## src/rtl/golden_nonce_reporter.sv

```systemverilog
// ---------------------------------------------------------------------------
// golden_nonce_reporter
//
// Queues golden nonces from the hashing core and streams each one to a UART
// transmitter as a 5-byte frame: HEADER, nonce[31:24], nonce[23:16],
// nonce[15:8], nonce[7:0]. Frames are sent back-to-back while nonces are
// queued. When the queue is full, incoming nonces are dropped and counted.
//
// Parameters
//   DEPTH_LOG2  queue holds 2**DEPTH_LOG2 nonces (1..4)
//   HEADER      sync byte leading every frame
//
// Ports
//   hash_clk     single rising-edge clock
//   reset        synchronous, active-high reset
//   nonce_valid  one-cycle pulse: nonce_in carries a new golden nonce
//   nonce_in     32-bit golden nonce
//   tx_data      byte offered to the UART transmitter (registered)
//   tx_valid     tx_data is valid (registered, high for the whole frame)
//   tx_ready     transmitter accepts tx_data this cycle
//   fifo_level   queued nonces, excluding the frame in flight
//   overflow     sticky: at least one nonce was dropped
//   drop_count   saturating count of dropped nonces
// ---------------------------------------------------------------------------
module golden_nonce_reporter #(
    parameter int unsigned DEPTH_LOG2 = 2,
    parameter logic [7:0]  HEADER     = 8'hA5
) (
    input  logic                  hash_clk,
    input  logic                  reset,
    input  logic                  nonce_valid,
    input  logic [31:0]           nonce_in,
    output logic [7:0]            tx_data,
    output logic                  tx_valid,
    input  logic                  tx_ready,
    output logic [DEPTH_LOG2:0]   fifo_level,
    output logic                  overflow,
    output logic [7:0]            drop_count
);

    localparam int unsigned DEPTH = 1 << DEPTH_LOG2;
    localparam int unsigned LVL_W = DEPTH_LOG2 + 1;

    typedef enum logic {
        IDLE = 1'b0,
        SEND = 1'b1
    } state_t;

    // ------------------------------------------------------------------
    // Registers
    // ------------------------------------------------------------------
    logic [31:0]           mem_q [DEPTH];
    logic [DEPTH_LOG2-1:0] wptr_q;
    logic [DEPTH_LOG2-1:0] rptr_q;
    logic [LVL_W-1:0]      level_q;
    logic                  overflow_q;
    logic [7:0]            drop_count_q;

    state_t                state_q;
    logic [31:0]           frame_q;
    logic [2:0]            idx_q;
    logic [7:0]            tx_data_q;
    logic                  tx_valid_q;

    // ------------------------------------------------------------------
    // Queue control
    // ------------------------------------------------------------------
    logic        fifo_empty;
    logic        fifo_full;
    logic        xfer;
    logic        last_xfer;
    logic        pop;
    logic        push;
    logic        drop;
    logic [31:0] head;

    always_comb begin
        fifo_empty = (level_q == '0);
        fifo_full  = (level_q == LVL_W'(DEPTH));
        xfer       = (state_q == SEND) && tx_ready;
        last_xfer  = xfer && (idx_q == 3'd4);
        // Head is taken either to start a frame from IDLE or to chain the
        // next frame directly off the final byte transfer.
        pop        = !fifo_empty && ((state_q == IDLE) || last_xfer);
        // A same-cycle pop frees a slot, so a full queue can still accept.
        push       = nonce_valid && (!fifo_full || pop);
        drop       = nonce_valid && fifo_full && !pop;
        head       = mem_q[rptr_q];
    end

    // Payload byte sent at frame position i (1..4), MSB first.
    function automatic logic [7:0] nonce_byte(input logic [31:0] w,
                                              input logic [2:0]  i);
        logic [7:0] b;
        case (i)
            3'd1:    b = w[31:24];
            3'd2:    b = w[23:16];
            3'd3:    b = w[15:8];
            3'd4:    b = w[7:0];
            default: b = 8'h00;
        endcase
        return b;
    endfunction

    // ------------------------------------------------------------------
    // Queue storage (no reset needed; validity tracked by pointers/level)
    // ------------------------------------------------------------------
    always_ff @(posedge hash_clk) begin
        if (!reset && push) begin
            mem_q[wptr_q] <= nonce_in;
        end
    end

    // ------------------------------------------------------------------
    // Pointers, level and drop bookkeeping
    // ------------------------------------------------------------------
    always_ff @(posedge hash_clk) begin
        if (reset) begin
            wptr_q       <= '0;
            rptr_q       <= '0;
            level_q      <= '0;
            overflow_q   <= 1'b0;
            drop_count_q <= '0;
        end else begin
            if (push) begin
                wptr_q <= wptr_q + 1'b1;
            end
            if (pop) begin
                rptr_q <= rptr_q + 1'b1;
            end
            case ({push, pop})
                2'b10:   level_q <= level_q + 1'b1;
                2'b01:   level_q <= level_q - 1'b1;
                default: level_q <= level_q;
            endcase
            if (drop) begin
                overflow_q <= 1'b1;
                if (drop_count_q != 8'hFF) begin
                    drop_count_q <= drop_count_q + 8'd1;
                end
            end
        end
    end

    // ------------------------------------------------------------------
    // Frame FSM with registered tx outputs
    // ------------------------------------------------------------------
    always_ff @(posedge hash_clk) begin
        if (reset) begin
            state_q    <= IDLE;
            frame_q    <= '0;
            idx_q      <= '0;
            tx_data_q  <= 8'h00;
            tx_valid_q <= 1'b0;
        end else begin
            case (state_q)
                IDLE: begin
                    if (pop) begin
                        frame_q    <= head;
                        idx_q      <= '0;
                        tx_data_q  <= HEADER;
                        tx_valid_q <= 1'b1;
                        state_q    <= SEND;
                    end
                end
                SEND: begin
                    if (xfer) begin
                        if (idx_q == 3'd4) begin
                            if (pop) begin
                                frame_q   <= head;
                                idx_q     <= '0;
                                tx_data_q <= HEADER;
                            end else begin
                                idx_q      <= '0;
                                tx_data_q  <= 8'h00;
                                tx_valid_q <= 1'b0;
                                state_q    <= IDLE;
                            end
                        end else begin
                            idx_q     <= idx_q + 3'd1;
                            tx_data_q <= nonce_byte(frame_q, idx_q + 3'd1);
                        end
                    end
                end
                default: begin
                    state_q    <= IDLE;
                    tx_valid_q <= 1'b0;
                end
            endcase
        end
    end

    assign tx_data    = tx_data_q;
    assign tx_valid   = tx_valid_q;
    assign fifo_level = level_q;
    assign overflow   = overflow_q;
    assign drop_count = drop_count_q;

endmodule

```

## config.mk

```make
export PLATFORM = sky130hd
export DESIGN_NAME = golden_nonce_reporter
export DESIGN_NICKNAME = d
export VERILOG_FILES = /design/src/rtl/golden_nonce_reporter.sv
export SDC_FILE = /design/constraint.sdc
export NUM_CORES = 1
export LEC_CHECK = 0
export CAP_MARGIN = 10
export CORE_AREA = 2 2 176 178
export CTS_CLUSTER_DIAMETER = 60
export DETAILED_ROUTE_END_ITERATION = 8
export DIE_AREA = 0 0 178 180
export DONT_BUFFER_PORTS = 1
export HOLD_SLACK_MARGIN = 0.08
export PLACE_DENSITY = 0.47
export SLEW_MARGIN = 25
export SYNTH_ARGS = -nofsm -noshare
export SYNTH_HDL_FRONTEND = slang
export SYNTH_SLANG_ARGS = --single-unit
export TNS_END_PERCENT = 50
```

## constraint.sdc

```tcl
create_clock -name hash_clk -period 3.3 [get_ports hash_clk]
set_input_delay 0.825 -clock hash_clk [delete_from_list [all_inputs] [get_ports hash_clk]]
set_output_delay 0.825 -clock hash_clk [all_outputs]
set_load 0.005 [all_outputs]
```

==> reports/highlights.md <==
### Cells and area
* end-of-flow core utilization: 28.4%
* share of layout cells above drive strength 1: 17.0%
* max reg flops: 128
* proportion of cell area occupied by registers: 59.6%
* post-layout net count: 559
* relative area of non-clock buffer cells in the final design: 1.20%
* most area-hungry cell class in the final design: sequential cells
* share of the final layout cell area in multi-input gates: 25.5%
* register bank with the most flops: mem_q

### Timing
* worst rel slew slack: 39.4%
* fmax: 400 MHz
* slew at the pin closest to its max-slew limit: 903 ps
* worst-case hold slack: 453 ps
* count of endpoints failing setup in the final report: 0
* sum of negative setup slack: 0 ps
* final count of hold timing violations: 0

### Drt
* DRC marker count from the first detailed-route iteration: 505
* number of iterations in the first detailed-routing pass: 5
* post-route met1 wirelength: 6.77 mm
* average routed wire per standard cell: 17.2 um
* final routed wirelength across all metal layers: 15.8 mm

### Setup path
* dominant delay contributor by cell family on the critical path: simple AND/OR/NAND/NOR gates
* capturing element of the worst setup path: mem_q[3][13]
* start point of the critical path: idx_q[0]
* highest fanout seen on the critical path: 19
* worst path buffer plus inverter count: 2
* cells along the critical path: inv_1 -> ha_1 -> nand3_4 -> a21bo_2 -> nor2_1 -> and2_1 -> buf_4
* Setup crit end kind: flop
* Worst Path Arrival: 2620 ps
* slack of the worst reg-to-reg path: 800 ps
* Startpoint Class: flop

### Synth
* Top non-seq family: multiplexers
* top cells by count, synth: 128 x sky130_fd_sc_hd__edfxtp_1, 75 x sky130_fd_sc_hd__nand2_1, 63 x sky130_fd_sc_hd__dfxtp_1
* Commonest flop: sky130_fd_sc_hd__edfxtp_1
* proportion of synthesized chip area in sequential cells: 68.6%
* post-synthesis share of cell area spent on and-or and or-and gates: 7.38%
* area of the mapped netlist: 0.00744 mm^2
* register bit total from synthesis: 191
* leading area contributor after synthesis: sky130_fd_sc_hd__edfxtp_1
* post-synthesis simple-gate area fraction: 8.49%
* Largest type area fraction: 51.7%

### GRT
* maximum number of pins on one net before global-route repair: 62
* total overflow reported by the global router: 0

### Min path
* worst hold path type: input pin to flop
* startpoint of the lowest-slack hold path: reset
* Endpoint, Worst Hold: tx_data[4]

### Power
* largest power group: sequential cells
* power of the sequential group: 3.13 mW

### Placement
* area of placed instances: 0.00792 mm^2
* pre-CTS worst setup slack: 798 ps
* port bufs: 0

### Clocking
* maximum buffer depth of the clock tree: 2
* # hold bufs at CTS: 0

### Status
* status: finished, final reports clean

### Floorplanning
* placeable core area: 0.0302 mm^2

==> metal layers <==
layer  vias up  GRT usage [%]
met5         -              0
met4         0           3.15
met3         7           4.15
met2        68           16.7
met1      2099           12.4
li1       1932              -
==> cells in the final DEF, fill, tap and decap left out, drive strengths merged, types with 6 or more instances in the layout <==
master | Yosys | routed
mux2 | 6 | 6
ha | 10 | 10
edfxtp | 128 | 128
inv | 9 | 21
a222oi | 8 | 8
nor2 | 26 | 26
nor3 | 7 | 7
clkbuf | 21 | 17
nand3 | 6 | 6
dfxtp | 63 | 63
nand2 | 75 | 75
buf | 6 | 12
mux4 | 32 | 32
a21oi | 51 | 51
and3 | 6 | 6
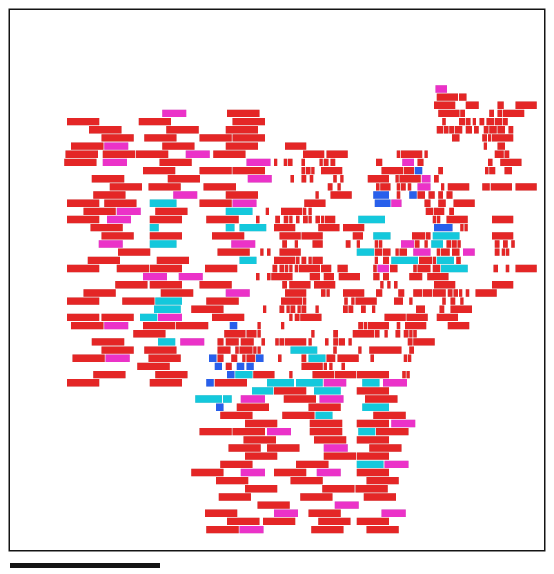
*Cells by drive strength*
The bar under the picture is 50 um long.
- cyan: x6 and larger (cells 33; share 6.3%)
- blue: x3 and x4 (cells 14; share 2.7%)
- red: x1 and smaller (cells 436; share 83%)
- magenta: x2 (cells 42; share 8.0%)
crit path setup slack, layout: 798 ps
Non-clk bufs: 12
post-route cell area: 0.00857 mm^2
area added between synthesis and finish: 15.1%

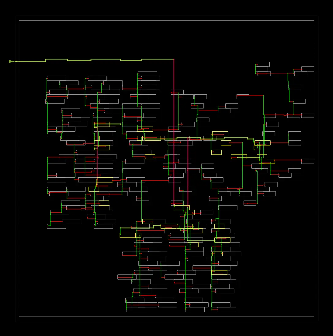
*Clock nets*
count of clock tree sinks: 191
CTS buffer count: 17

Power is estimated from default activity; no workload was simulated.
